Fig. 1: run 1, signal wires by layer
Scale: 2 px per um. Two of the layers only.
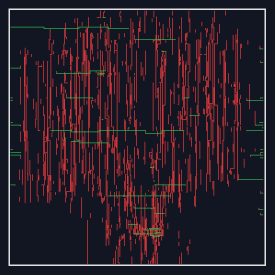
Fig. 2: run 1, the metal 2 layer
Scale: 4 px per um.
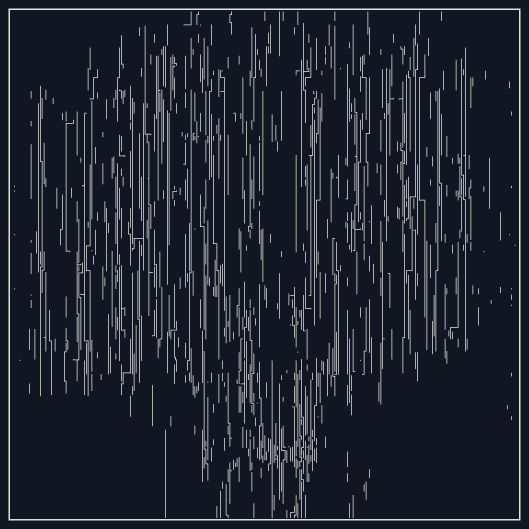
Fig. 3: run 1, ports around the boundary
Scale: 4 px per um. Pins as bars across the die edge, other pins in gray.
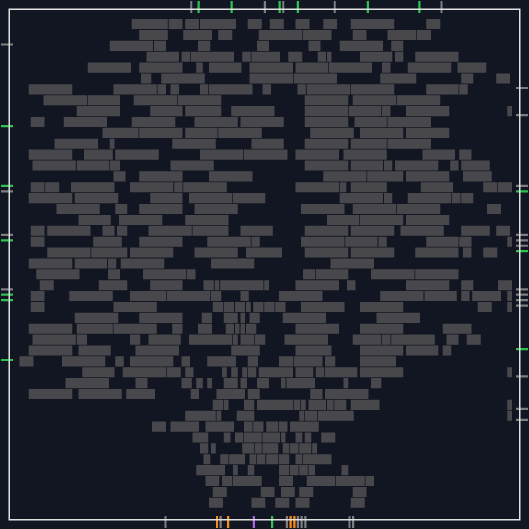
Fig. 4: run 1, port wiring
Scale: 2 px per um.
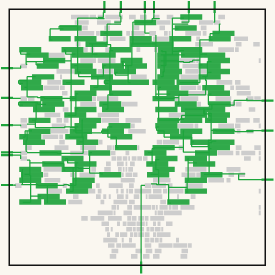
File: src/rtl/dac_out_stage.sv
// dac_out_stage: output stage between the ANC core and the I2S DAC transmitter.
// The core writes with one-cycle strobes and cannot be stalled, so samples are
// absorbed in a DEPTH-entry FIFO. A single output register presents them to the
// I2S TX with a valid/ready handshake.
// Optional feature macro: MUTE_RAMP_EN. When it is defined, each sample is scaled
// by a soft-mute gain ramp. When it is undefined, mute simply zeroes samples.
//
// Handshake: a sample transfers on a clock edge where out_valid_o & out_ready_i.
// While out_valid_o is high and out_ready_i is low, out_sample_o and out_valid_o
// are held stable. There is no back-pressure toward the ANC core.
module dac_out_stage #(
  parameter int DATA_W     = 16,
  parameter int DEPTH      = 8,
  parameter int RAMP_SHIFT = 4
) (
  input  logic                       clk_i,
  input  logic                       rst_i,
  input  logic [DATA_W-1:0]          in_sample_i,
  input  logic                       in_valid_i,
  input  logic                       mute_i,
  input  logic                       clr_ovf_i,
  output logic [DATA_W-1:0]          out_sample_o,
  output logic                       out_valid_o,
  input  logic                       out_ready_i,
  output logic                       overflow_o,
  output logic [$clog2(DEPTH):0]     fill_level_o,
  output logic [1:0]                 dbg_state_o,
  output logic [RAMP_SHIFT:0]        dbg_gain_o
);

  localparam int AW = $clog2(DEPTH);
  localparam int CW = AW + 1;
  localparam logic [RAMP_SHIFT:0] G_MAX = (RAMP_SHIFT+1)'(1 << RAMP_SHIFT);

  localparam logic [1:0] S_MUTED   = 2'd0;
  localparam logic [1:0] S_RAMP_UP = 2'd1;
  localparam logic [1:0] S_UNITY   = 2'd2;
  localparam logic [1:0] S_RAMP_DN = 2'd3;

  logic [DATA_W-1:0] mem_q [DEPTH];
  logic [AW-1:0]     wr_ptr_q, rd_ptr_q;
  logic [CW-1:0]     count_q;
  logic [DATA_W-1:0] out_sample_q;
  logic              out_valid_q;
  logic              overflow_q;

  logic              full, empty, pop, push, drop;
  logic [DATA_W-1:0] head;
  logic [DATA_W-1:0] scaled;

  assign full  = (count_q == CW'(DEPTH));
  assign empty = (count_q == '0);
  // The output register reloads whenever it is empty or being drained this cycle.
  assign pop   = !empty && (!out_valid_q || out_ready_i);
  // A full FIFO still accepts a write when a pop frees a slot in the same cycle.
  assign push  = in_valid_i && (!full || pop);
  assign drop  = in_valid_i && full && !pop;
  assign head  = mem_q[rd_ptr_q];

  // FIFO storage; stale entries are harmless because the pointers define validity.
  always_ff @(posedge clk_i) begin
    if (push) mem_q[wr_ptr_q] <= in_sample_i;
  end

  // FIFO pointers and occupancy.
  always_ff @(posedge clk_i) begin
    if (rst_i) begin
      wr_ptr_q <= '0;
      rd_ptr_q <= '0;
      count_q  <= '0;
    end else begin
      if (push) wr_ptr_q <= wr_ptr_q + 1'b1;
      if (pop)  rd_ptr_q <= rd_ptr_q + 1'b1;
      case ({push, pop})
        2'b10:   count_q <= count_q + 1'b1;
        2'b01:   count_q <= count_q - 1'b1;
        default: count_q <= count_q;
      endcase
    end
  end

  // Output register: load on pop, drop valid after an accept with nothing behind it.
  always_ff @(posedge clk_i) begin
    if (rst_i) begin
      out_sample_q <= '0;
      out_valid_q  <= 1'b0;
    end else if (pop) begin
      out_sample_q <= scaled;
      out_valid_q  <= 1'b1;
    end else if (out_ready_i) begin
      out_valid_q  <= 1'b0;
    end
  end

  // Sticky overflow; a drop in the same cycle as clr_ovf_i keeps it set.
  always_ff @(posedge clk_i) begin
    if (rst_i)          overflow_q <= 1'b0;
    else if (drop)      overflow_q <= 1'b1;
    else if (clr_ovf_i) overflow_q <= 1'b0;
  end

`ifdef MUTE_RAMP_EN
  localparam int PW = DATA_W + RAMP_SHIFT + 1;

  logic [1:0]          state_q, state_d;
  logic [RAMP_SHIFT:0] gain_q, gain_d;
  logic                step_up, step_dn;
  logic signed [PW-1:0] head_ext, gain_ext, prod;

  // Scale the head sample by the gain in force before this pop updates it.
  assign head_ext = {{(PW-DATA_W){head[DATA_W-1]}}, head};
  assign gain_ext = {{(PW-RAMP_SHIFT-1){1'b0}}, gain_q};
  assign prod     = head_ext * gain_ext;
  assign scaled   = prod[DATA_W+RAMP_SHIFT-1:RAMP_SHIFT];

  // Gain ramp: one step per pop; mute direction decides up or down.
  always_comb begin
    state_d = state_q;
    gain_d  = gain_q;
    step_up = 1'b0;
    step_dn = 1'b0;
    case (state_q)
      S_MUTED:   step_up = !mute_i;
      S_RAMP_UP: begin step_up = !mute_i; step_dn = mute_i; end
      S_UNITY:   step_dn = mute_i;
      S_RAMP_DN: begin step_up = !mute_i; step_dn = mute_i; end
      default:   begin state_d = S_MUTED; gain_d = '0; end
    endcase
    if (pop && step_up) begin
      gain_d  = gain_q + 1'b1;
      state_d = (gain_d == G_MAX) ? S_UNITY : S_RAMP_UP;
    end else if (pop && step_dn) begin
      gain_d  = gain_q - 1'b1;
      state_d = (gain_d == '0) ? S_MUTED : S_RAMP_DN;
    end
  end

  // Gain state registers; reset starts fully muted.
  always_ff @(posedge clk_i) begin
    if (rst_i) begin
      state_q <= S_MUTED;
      gain_q  <= '0;
    end else begin
      state_q <= state_d;
      gain_q  <= gain_d;
    end
  end

  assign dbg_state_o = state_q;
  assign dbg_gain_o  = gain_q;
`else
  // Hard mute: mute is sampled at the moment of the load.
  assign scaled      = mute_i ? '0 : head;
  assign dbg_state_o = S_UNITY;
  assign dbg_gain_o  = G_MAX;
`endif

  assign out_sample_o = out_sample_q;
  assign out_valid_o  = out_valid_q;
  assign overflow_o   = overflow_q;
  assign fill_level_o = count_q;

endmodule

File: config.mk
export PLATFORM = sky130hd
export DESIGN_NAME = dac_out_stage
export DESIGN_NICKNAME = d
export VERILOG_FILES = /design/src/rtl/dac_out_stage.sv
export SDC_FILE = /design/constraint.sdc
export NUM_CORES = 1
export LEC_CHECK = 0
export CAP_MARGIN = 25
export CORE_MARGIN = 1.5
export CORE_UTILIZATION = 40
export DETAILED_ROUTE_END_ITERATION = 6
export HOLD_SLACK_MARGIN = 0.12
export SETUP_SLACK_MARGIN = 0.1
export SLEW_MARGIN = 20
export SYNTH_ARGS = -nofsm -noshare
export SYNTH_HDL_FRONTEND = slang
export SYNTH_SLANG_ARGS = --single-unit
File: constraint.sdc
create_clock -name clk_i -period 3.7 [get_ports clk_i]
set_clock_uncertainty 0.15 [all_clocks]
set_input_delay 0.555 -clock clk_i [delete_from_list [all_inputs] [get_ports clk_i]]
set_output_delay 0.555 -clock clk_i [all_outputs]
set_load 0.005 [all_outputs]
==> out/qor.yml, run 1 <==
critical_path:
  critPathTopFamily: "buffers and inverters"
  worstPathCellList: "clkdlybuf4s50_1, o211ai_1, nor3_2, buf_4"
  path_max_fanout: 11
  crit_buf_inv: 2
  worstSetupPathType: "in2reg"
  cp_slowest_cell: "clkdlybuf4s50_1"
  arrival_ns: 2.37
  worst_setup_path_end_kind: "register"
  critPathRequiredTime_ns: 3.67
  cpPeakStageDelay_ns: 0.70
  start_kind: "input pin"
global_routing:
  grt-busiest-layer: "met2"
  grt_overflow: 0
  globalRouteMet3Util: 0.03685
  grt_pass1_vias: 3178
  grtUsageMet1: 0.1939
  grt_max_degree: 34
  met2_usage: 0.2486
  antenna_found_initial: 0
  grt_pass1_wl_mm: 17.72
route:
  route.met2.wl_mm: 5.594
  vias: 3143
  drt_iter0_markers: 215
  postRouteAntennaNets: 0
  wl_per_cell_um: 18.71
  top_layer: "met4"
  drc: 0
synthesis:
  synth.most_common_cell: "edfxtp_1"
  ys_async_sr_fraction: 0
  synth_area_um2: 6178
  topCombFamilyByArea: "multiplexers"
  ys_ff: 159
  edf_count: 128
  synth_stat.cells: 340
  yosysTopAreaCellShare: 0.6221
  yosys_warnings: 0
  syn_inst: 340
  synthXorXnorAreaFrac: 0.007088
  synthAdderAreaFrac: 0.006075
  muxShareOfSynthArea: 0.1231
pwr:
  leakagePower_nw: 2.576
  seq_power_share: 0.440
  power.switching_mw: 1.165
  powerDensity_nw_per_um2: 646.7
  internal_power_mw: 3.664
  comb_power_share: 0.184
  ir_worst_vdd_v: 0.0003316
  swShare: 0.2412
  p_clk_frac: 0.377
floorplan:
  initial_utilization: 0.4079
  dieArea_um2: 16200
  rows: 45
timing:
  hold_violations: 0
  fin_crit_sh: 0.6483
  relSlewSlack: 0.5373
  fmax_ghz: 0.4169
  setup_violations: 0
  worst_pin_slew_ns: 0.6941
  grt_setup_unrepaired: "false"
  setup_ws_ns: 1.301
clock_tree:
  cts_resized: 0
  cts-buffers-inserted: 17
  postCtsHoldBufs: 0
  clkLatencyLatePin_ns: 0.42
  cts_tree: "done"
  cts-root-buf: "clkbuf_16"
  post_cts_buffers: 0
  clk_path_buf_depth: 2
finish:
  fin_util: 0.4930
  antennaDiodeCount: 0
  layout.area.comb_um2: 1588
  finalNetCount: 426
  drive_above_1_share: 0.2150
  regArea_um2: 4466
  layout_top_cells: "edfxtp_1, clkdlybuf4s50_1, nor2b_1, mux4_2, dfxtp_1"
outcome:
  outcome: "finished, final reports clean"
min_path:
  hold_path_class: "reg2reg"
run:
  openroad.warnings: 26
placed_design:
  dp_slack_ns: 0.8788
  place.gp.congestion: 0.8018
## Picture notes: Fig. 1
legend:
  metal 3:
    color: green
    wire_length: 405 um
  metal 2:
    color: red
    wire_length: 5590 um
Post-Route WL: 11.26 mm
GRT Overall Usage: 0.1516

## Picture notes: Fig. 2
main direction: vertical
longest straight run: 58.2 um
nets with wire on the layer: 378

## Picture notes: Fig. 3
legend:
  mute_i:
    color: purple
    pins: 1
    direction: input
    edge: south
  fill_level_o:
    color: orange
    pins: 4
    direction: output
    edge: south
  in_sample_i:
    color: green
    pins: 16
    direction: input
    edge: 6 north, 6 west, 3 east, 1 south
all pins by edge: 16 east, 14 south, 11 north, 10 west
PortBufs: 43
Die Span X: 127.3 um
die height: 127.3 um

## Picture notes: Fig. 4
legend:
  in_sample_i:
    color: green
    bits: 16
    direction: input
    edge: 6 north, 6 west, 3 east, 1 south
    end_cells: 128
    buffers: 16
    wire: 1500 um

-- run 1: kinds of logic after synthesis --
group / Yosys count
buffers and inverters: 23
and+or+nand+nor: 80
adders and majority gates: 3
AOI/OAI and AO/OA: 31
DFF: 159
muxes: 37
xor gates and xnor gates: 5
other: 2
-- run 1: state kept, by name, indices dropped and copies added (netlist names), named ones only --
signal,cells
mem_q,128
out_sample_o,16
fill_level_o,4
rd_ptr_q,3
wr_ptr_q,3
out_valid_o,1
overflow_o,1
-- run 1: cell type report --
class	instances	share of cell area
Tap cell	188	0.03150
Multi-Input combinational cell	163	0.2126
Sequential cell	159	0.5980
Timing Repair Buffer	60	0.07473
Clock buffer	19	0.05798
Clock inverter	13	0.02513
-- run 1: final timing paths --
kind                                      start              end  slack [ns]  cells after the start
worst max-delay path                 in_valid_i      mem_q[1][7]        1.30                      4
worst min-delay path            out_sample_o[3]  out_sample_o[3]        0.31                      1
worst max register to register  fill_level_o[0]  fill_level_o[2]        1.39                      7
worst min register to register  out_sample_o[3]  out_sample_o[3]        0.31                      1
-- run 1: stage by stage --
step	total power, mW	hold WS, ns	cells	area [um^2]
after floorplan	2.795	0.3106	345	6197
after global placement	3.061	0.2947	570	6847
after detailed placement	3.067	0.3036	570	6847
after CTS	4.893	0.3183	602	7467
after global routing	5.038	0.3279	602	7467
final	4.829	0.3114	602	7467
-- run 1: power groups by stage --
stage / logic (mW) / registers [mW] / clock network [mW]
2_1_floorplan: 0.650 / 2.14 / 0
3_3_place_gp: 0.902 / 2.16 / 0
3_5_place_dp: 0.904 / 2.16 / 0
4_1_cts: 0.910 / 2.13 / 1.86
5_1_grt: 0.971 / 2.14 / 1.93
6_report: 0.886 / 2.12 / 1.82
Fig. 5: run 1, placed standard cells
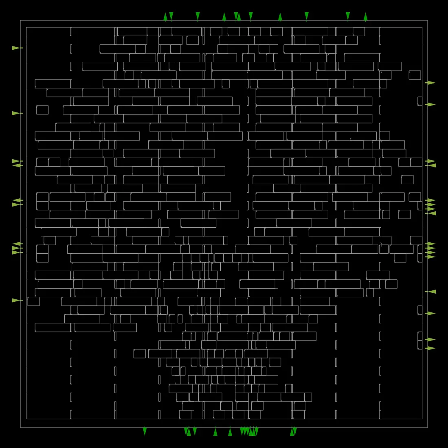

==> run 2: changes to the inputs <==
==> constraint.sdc (replaced) <==
create_clock -name clk_i -period 2.4 [get_ports clk_i]
set_clock_uncertainty 0.15 [all_clocks]
set_input_delay 0.36 -clock clk_i [delete_from_list [all_inputs] [get_ports clk_i]]
set_output_delay 0.36 -clock clk_i [all_outputs]
set_load 0.005 [all_outputs]
Fig. 6: run 2, placed standard cells
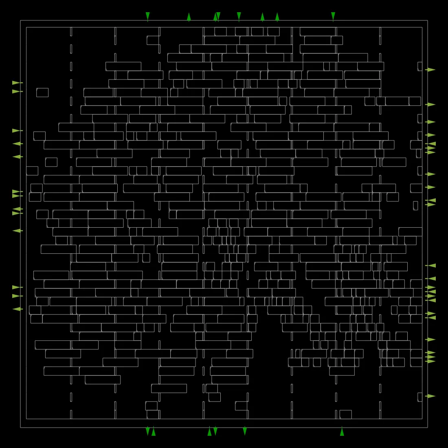
Post-Layout Cell Count: 617
# rows: 45
tapcell count: 188
fraction of area in registers: 0.5819

==> run 2 against run 1 <==
  * Register-to-register slack lost 1.1 ns
  * Clock-buffer cell count stayed put
  * Synthesized area unchanged
  * Non-clock buffer count grew 15
  * Critical path depth is 1 higher
  * Final area rose by 2.9%
  * Critical path type is now reg2reg
  * Critical endpoint is now mem_q[0][3]
  * Largest cell class unchanged
  * Largest power group unchanged
==> out/qor.yml, run 2 <==
pwr:
  powerDensity_nw_per_um2: 1013  # was 646.7 nW/um^2
  leakagePower_nw: 2.692  # was 2.576 nW
  power.total_mw: 7.785  # was 4.829 mW
  ir_worst_vdd_v: 0.0006865  # was 0.0003316 V
critical_path:
  critPathRequiredTime_ns: 2.41  # was 3.67 ns
  r2r_slack_ns: 0.29  # was 1.39 ns
  reg2reg_from: "fill_level_o[0]"  # unchanged
  ff2ff_path_depth: 5  # was 7
  arrival_ns: 2.12  # was 2.37 ns
  start_kind: "register"  # was input pin
  path_max_fanout: 11  # unchanged
  r2r-end: "mem_q[0][3]"  # was fill_level_o[2]
  worst_setup_path_end_kind: "register"  # unchanged
  worstSetupPathType: "reg2reg"  # was in2reg
global_routing:
  grt_pass1_vias: 3261  # was 3178
  grt_max_degree: 34  # unchanged
  antenna_found_initial: 0  # unchanged
  grt_overflow: 0  # unchanged
  grt_pass1_wl_mm: 18.69  # was 17.72 mm
  grtUsageTotal: 0.1591  # was 0.1516
finish:
  finalInstanceArea_um2: 7681  # was 7467 um^2
  layout_top_cells: "edfxtp_1, clkdlybuf4s50_1, nor2b_1, mux4_2, buf_4"  # was edfxtp_1, clkdlybuf4s50_1, nor2b_1, mux4_2, dfxtp_1
  drive_above_1_share: 0.2541  # was 0.2150
  largest_reg_flops: 128  # unchanged
  synthToLayoutAreaGrowth_pct: 24.32  # was 20.86%
  finalNetCount: 441  # was 426
  fin_util: 0.5071  # was 0.4930
  layout_top_cell: "edfxtp_1"  # unchanged
  largest_register: "mem_q"  # unchanged
  antennaDiodeCount: 0  # unchanged
route:
  postRouteAntennaNets: 0  # unchanged
  drt_first_pass_iters: 4  # unchanged
  via_per_inst: 5.131  # was 5.221
  drt_iter0_markers: 214  # was 215
  wl_per_cell_um: 19.20  # was 18.71 um
  vias: 3166  # was 3143
  drc: 0  # unchanged
  drt-total-wl_mm: 11.85  # was 11.26 mm
timing:
  hold_violations: 0  # unchanged
  setup_violations: 0  # unchanged
  slew_viol_final: 0  # unchanged
  min_period_ns: 2.111
  tns_ns: 0  # unchanged
  relSlewSlack: 0.4088  # was 0.5373
  fmax_ghz: 0.4737
  fin_crit_sh: 0.8797
  setup_ws_ns: 0.2888  # was 1.301 ns
  worst_pin_slew_ns: 0.8859  # was 0.6941 ns
  hold_ws_ns: 0.3222  # was 0.3114 ns
  grt_setup_unrepaired: "false"  # unchanged
synthesis:
  synth.distinct_cells: 39  # unchanged
  yosysTopAreaCellShare: 0.6221  # unchanged
  synth_stat.cells: 340  # unchanged
  yosysChipArea_um2: 6178  # unchanged
  ff_type: "edfxtp_1"  # unchanged
  ys_async_sr_fraction: 0  # unchanged
  top_area_cell: "edfxtp_1"  # unchanged
  synth_area_um2: 6178  # unchanged
  ys_ff: 159  # unchanged
  synthTopCellsByArea: "edfxtp_1, mux4_2, dfxtp_1"  # unchanged
  synth_seq_share: 0.7226  # unchanged
  synth.most_common_cell: "edfxtp_1"  # unchanged
  avgSynthCellArea_um2: 18.17  # unchanged
  common_cells: "edfxtp_1, dfxtp_1, mux4_2, nor2b_1, nor2_1"  # unchanged
  edf_count: 128  # unchanged
  yosys_warnings: 0  # unchanged
  syn_inst: 340  # unchanged
run:
  maxCapViolCount: 0  # unchanged
  openroad.warnings: 27  # was 26
placed_design:
  dpl_cell_area_um2: 6999  # was 6847 um^2
  dp_hpwl_mm: 7.266  # was 6.830 mm
  io_buffers: 43  # unchanged
  dp_slack_ns: -0.02298  # was 0.8788 ns
  dp.cells: 585  # was 570
  place.gp.congestion: 0.7462  # was 0.8018
clock_tree:
  cts-buffers-inserted: 17  # unchanged
  postCtsHoldBufs: 0  # unchanged
  h-tree-depth: 4  # unchanged
  clkTransAtPathRegs_ns: 0.06  # about the same
  clkLatencyLatePin_ns: 0.42  # about the same
  cts_resized: 0  # unchanged
  clk_path_buf_depth: 2  # unchanged
  cts_tree: "done"  # unchanged
  post_cts_buffers: 0  # unchanged
  cts_sinks: 159  # unchanged
  cts-root-buf: "clkbuf_16"  # unchanged
min_path:
  whs_path_depth: 2  # was 1
  min_from: "overflow_o"  # was out_sample_o[3]
  min_to: "overflow_o"  # was out_sample_o[3]
  hold_path_class: "reg2reg"  # unchanged
floorplan:
  fp.coreArea_um2: 15150  # unchanged
  initial_utilization: 0.4079  # unchanged
  chipWidth_um: 127.3  # unchanged
  dieArea_um2: 16200  # unchanged
  io_pins: 51  # unchanged
  die_h_um: 127.3  # unchanged
outcome:
  outcome: "finished, final reports clean"  # unchanged
Fig. 7: run 2, the metal 2 layer
Scale: 4 px per um.
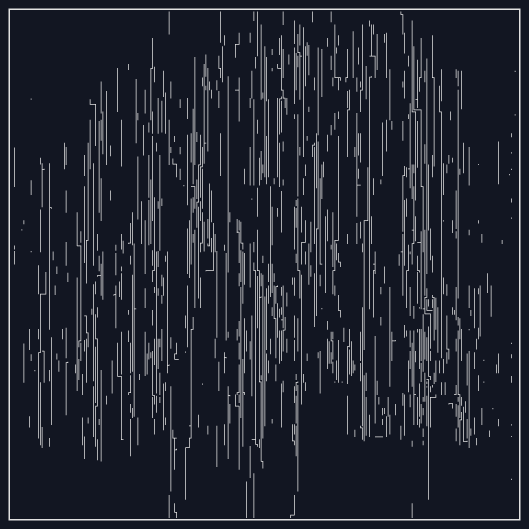
share of all routed wire: 47%
wire length on this layer: 5580 um

## run 2: cell counts after synthesis
No cell type changed its count.
## run 2: worst max-delay path by stage
stage	slack (ns)	start	to
finish	0.29	fill_level_o[0]	mem_q[0][3]
global route	0.14	fill_level_o[0]	mem_q[0][3]
CTS	0.21	fill_level_o[0]	mem_q[0][1]
detailed placement	-0.02	out_ready_i	fill_level_o[2]
global placement	-0.004	out_ready_i	mem_q[0][7]
floorplan	-0.04	in_valid_i	mem_q[2][0]
## run 2: critical path, cell delays in order (launching register included)
cell and delay [ns]:
dfxtp_2 0.37, or3_1 0.44, o21ai_0 0.37, or2_2 0.26, nor3_2 0.06, buf_4 0.21
## run 2: cells by family after synthesis
| group | after synthesis | share of synthesized area |
|---|---|---|
| muxes | 37 | 0.1231 |
| AOI/OAI and AO/OA | 31 | 0.03625 |
| xor gates and xnor gates | 5 | 0.007089 |
| adders and majority gates | 3 | 0.006076 |
| and+or+nand+nor | 80 | 0.07858 |
| DFF | 159 | 0.7226 |
| buffers and inverters | 23 | 0.02511 |
| other | 2 | 0.001216 |
## run 2: power by group
part | internal (mW) | total, mW | switching (mW)
registers | 3.16 | 3.30 | 0.141
clock network | 1.98 | 3.05 | 1.06
logic | 0.823 | 1.44 | 0.617
## run 2: layer usage
metal	routed length [um]	part of all wire	GRT usage	vias up
met1	5552	0.47	0.2189	1602
li1	-	-	-	1470
met4	119	0.010	0.05682	0
met2	5578	0.47	0.2461	83
met5	0	0	0	-
met3	595	0.050	0.04229	11
## run 2: area by class of cell
cell class                      count  area (um^2)
Clock buffer                       19        442.9
Clock inverter                     13        235.2
Fill cell                        1229         7465
Multi-Input combinational cell    163         1590
Sequential cell                   159         4469
Tap cell                          188        235.2
Timing Repair Buffer               75        708.2
Fig. 8: run 2, ports around the boundary
Scale: 4 px per um. Pins as bars across the die edge, other pins in gray.
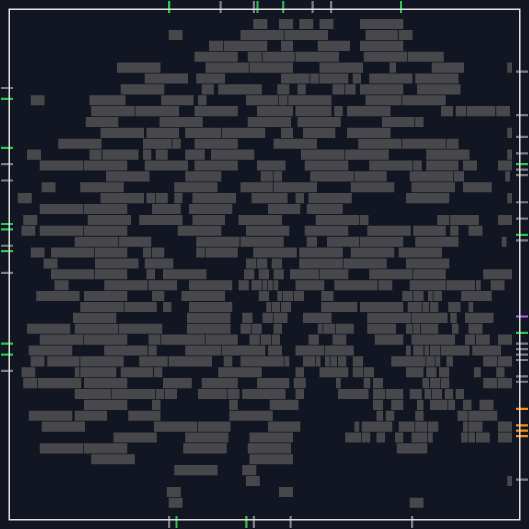

==> run 3: changes to the inputs <==
--- a/config.mk
+++ b/config.mk
@@ -10,7 +10,6 @@
 export CORE_UTILIZATION = 40
 export DETAILED_ROUTE_END_ITERATION = 6
 export HOLD_SLACK_MARGIN = 0.12
-export SETUP_SLACK_MARGIN = 0.1
 export SLEW_MARGIN = 20
 export SYNTH_ARGS = -nofsm -noshare
 export SYNTH_HDL_FRONTEND = slang
Fig. 9: run 3, ports around the boundary
Scale: 4 px per um. Pins as bars across the die edge, other pins in gray.
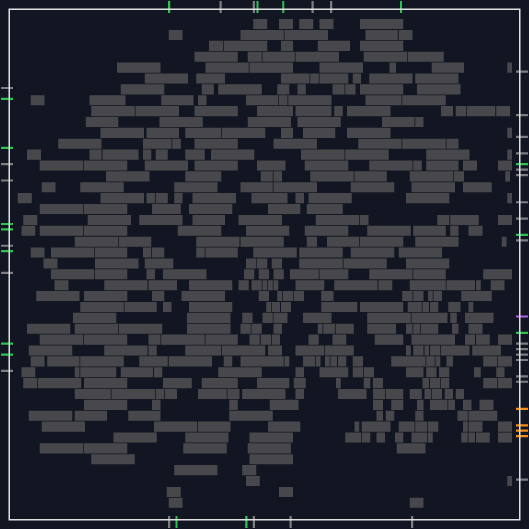

==> run 3 against run 2 <==
  * Synthesized area is the same
  * Final area is essentially flat
  * Critical path type unchanged
  * Clock-buffer cell count is the same
  * Die size is the same
  * Critical endpoint unchanged
  * Largest cell class unchanged
  * Cell count is the same
  * Largest power group unchanged
  * Fmax shrank 3.6%
  * Sequential share of layout area is essentially flat
  * Global-route usage is the same
  * Highest routed layer unchanged
==> out/qor.yml, run 3 <==
synthesis:
  edf_count: 128  # unchanged
  yosys_warnings: 0  # unchanged
  ff_type: "edfxtp_1"  # unchanged
  common_cells: "edfxtp_1, dfxtp_1, mux4_2, nor2b_1, nor2_1"  # unchanged
  synthTopCellsByArea: "edfxtp_1, mux4_2, dfxtp_1"  # unchanged
  syn_inst: 340  # unchanged
  top_area_cell: "edfxtp_1"  # unchanged
  yosys.area_share.simple: 0.07857  # unchanged
  yosysTopAreaCellShare: 0.6221  # unchanged
  synthXorXnorAreaFrac: 0.007088  # unchanged
  ys_async_sr_fraction: 0  # unchanged
  synth_seq_share: 0.7226  # unchanged
  synthAdderAreaFrac: 0.006075  # unchanged
  avgSynthCellArea_um2: 18.17  # unchanged
  ys_ff: 159  # unchanged
  muxShareOfSynthArea: 0.1231  # unchanged
  topCombFamilyByArea: "multiplexers"  # unchanged
  synth_stat.cells: 340  # unchanged
  synth.most_common_cell: "edfxtp_1"  # unchanged
  synth.distinct_cells: 39  # unchanged
  yosysChipArea_um2: 6178  # unchanged
  ys_sh_aoi: 0.03625  # unchanged
  synth_area_um2: 6178  # unchanged
timing:
  slew_viol_final: 0  # unchanged
  worst_pin_slew_ns: 0.8859  # unchanged
  setup_violations: 0  # unchanged
  relSlewSlack: 0.4088  # unchanged
  fmax_ghz: 0.4567  # was 0.4737 GHz
  fin_crit_sh: 0.9123  # was 0.8797
  hold_ws_ns: 0.3222  # unchanged
  setup_ws_ns: 0.2105  # was 0.2888 ns
  tns_ns: 0  # unchanged
  hold_violations: 0  # unchanged
  min_period_ns: 2.189  # was 2.111 ns
  grt_setup_unrepaired: "false"  # unchanged
global_routing:
  grt_overflow: 0  # unchanged
  grt_max_degree: 34  # unchanged
  grt_pass1_vias: 3261  # unchanged
  grt_pass1_wl_mm: 18.69  # unchanged
  antenna_found_initial: 0  # unchanged
placed_design:
  io_buffers: 43  # unchanged
  place.gp.congestion: 0.7462  # unchanged
  dpl_cell_area_um2: 6999  # unchanged
  dp_hpwl_mm: 7.266  # unchanged
  dp_slack_ns: -0.02298  # unchanged
  dp.cells: 585  # unchanged
finish:
  layout_top_cell: "edfxtp_1"  # unchanged
  layout_top_cells: "edfxtp_1, clkdlybuf4s50_1, nor2b_1, mux4_2, dfxtp_1"  # was edfxtp_1, clkdlybuf4s50_1, nor2b_1, mux4_2, buf_4
  fin_util: 0.5069  # was 0.5071
  finalNetCount: 441  # unchanged
  largest_reg_flops: 128  # unchanged
  antennaDiodeCount: 0  # unchanged
  finalInstanceArea_um2: 7677  # was 7681 um^2
  final_cells: 617  # unchanged
  synthToLayoutAreaGrowth_pct: 24.26  # was 24.32%
  drive_above_1_share: 0.2471  # was 0.2541
  largest_register: "mem_q"  # unchanged
critical_path:
  reg2reg_from: "fill_level_o[0]"  # unchanged
  ff2ff_path_depth: 5  # unchanged
  critPathRequiredTime_ns: 2.36  # was 2.41 ns
  r2r-end: "mem_q[0][3]"  # unchanged
  r2r_slack_ns: 0.21  # was 0.29 ns
  path_max_fanout: 11  # unchanged
  worst_setup_path_end_kind: "register"  # unchanged
  worstSetupPathType: "reg2reg"  # unchanged
  start_kind: "register"  # unchanged
  arrival_ns: 2.15  # was 2.12 ns
pwr:
  ir_worst_vdd_v: 0.0006865  # unchanged
  leakagePower_nw: 2.691  # was 2.692 nW
  power.total_mw: 7.779  # was 7.785 mW
  powerDensity_nw_per_um2: 1013  # about the same
min_path:
  hold_path_class: "reg2reg"  # unchanged
  min_to: "overflow_o"  # unchanged
  whs_path_depth: 2  # unchanged
  min_from: "overflow_o"  # unchanged
clock_tree:
  cts_sinks: 159  # unchanged
  h-tree-depth: 4  # unchanged
  clkTransAtPathRegs_ns: 0.06  # about the same
  clk_path_buf_depth: 2  # unchanged
  cts-buffers-inserted: 17  # unchanged
  post_cts_buffers: 0  # unchanged
  cts-root-buf: "clkbuf_16"  # unchanged
  cts_resized: 0  # unchanged
  postCtsHoldBufs: 0  # unchanged
  cts_tree: "done"  # unchanged
  clkLatencyLatePin_ns: 0.42  # about the same
route:
  drt_iter0_markers: 214  # unchanged
  drc: 0  # unchanged
  vias: 3166  # unchanged
  drt-total-wl_mm: 11.85  # unchanged
  postRouteAntennaNets: 0  # unchanged
  drt_first_pass_iters: 4  # unchanged
  via_per_inst: 5.131  # unchanged
floorplan:
  fp.coreArea_um2: 15150  # unchanged
  initial_utilization: 0.4079  # unchanged
  io_pins: 51  # unchanged
  chipWidth_um: 127.3  # unchanged
  rows: 45  # unchanged
  die_h_um: 127.3  # unchanged
  dieArea_um2: 16200  # unchanged
outcome:
  outcome: "finished, final reports clean"  # unchanged
run:
  maxCapViolCount: 0  # unchanged
  openroad.warnings: 27  # unchanged
Fig. 10: run 3, signal wires by layer
Scale: 2 px per um. Two of the layers only.
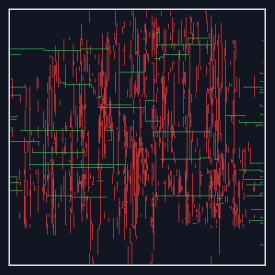
GRT Overall Usage: 0.1591
Avg WL per Cell: 19.20 um

## run 3: cell counts in the layout (fill, tap and decap cells not counted)
No cell type changed its count.
## run 3: cell type report
class	instances	area [um^2]
Tap cell	188	235.2
Multi-Input combinational cell	163	1590
Clock buffer	19	442.9
Fill cell	1229	7468
Timing Repair Buffer	75	708.2
Clock inverter	13	235.2
Sequential cell	159	4466
## run 3: worst max-delay path, cell delays in order (launching register included)
cell,delay (ns)
dfxtp_1,0.53
or3_1,0.23
o21ai_0,0.18
or2_2,0.38
nor3_2,0.15
buf_4,0.25
## run 3: worst max path at each step
| stage | from | to | slack (ns) | cells past startpoint |
|---|---|---|---|---|
| 5_1_grt | fill_level_o[0] | mem_q[0][3] | 0.04 | 5 |
| 3_5_place_dp | out_ready_i | fill_level_o[2] | -0.02 | 8 |
| 2_1_floorplan | in_valid_i | mem_q[2][0] | -0.04 | 4 |
| 4_1_cts | fill_level_o[0] | mem_q[0][1] | 0.21 | 5 |
| 3_3_place_gp | out_ready_i | mem_q[0][7] | -0.004 | 6 |
| 6_report | fill_level_o[0] | mem_q[0][3] | 0.21 | 5 |
## run 3: logic make-up (layout without fill, tap and decap cells)
family,Yosys count,in the layout
AOI/OAI and AO/OA,31,31
xor gates and xnor gates,5,5
adders and majority gates,3,3
buffers and inverters,23,107
DFF,159,159
muxes,37,37
other,2,7
and+or+nand+nor,80,80
## run 3: metal layers
metal  vias to the layer above  share of wire  wire length (um)  GRT usage
met1                      1602           0.47              5552     0.2189
met3                        11          0.050               595    0.04229
met4                         0          0.010               119    0.05682
met2                        83           0.47              5578     0.2461
met5                         -              0                 0          0
li1                       1470              -                 -          -
## run 3: power by group
part           switching [mW]  internal, mW  leakage (nW)
sequential              0.141          3.15          1.42
clock                    1.06          1.98         0.324
combinational           0.617         0.823         0.951
total                    1.82          5.96          2.69
No activity file was given, so power comes from the tool's default toggle rates.
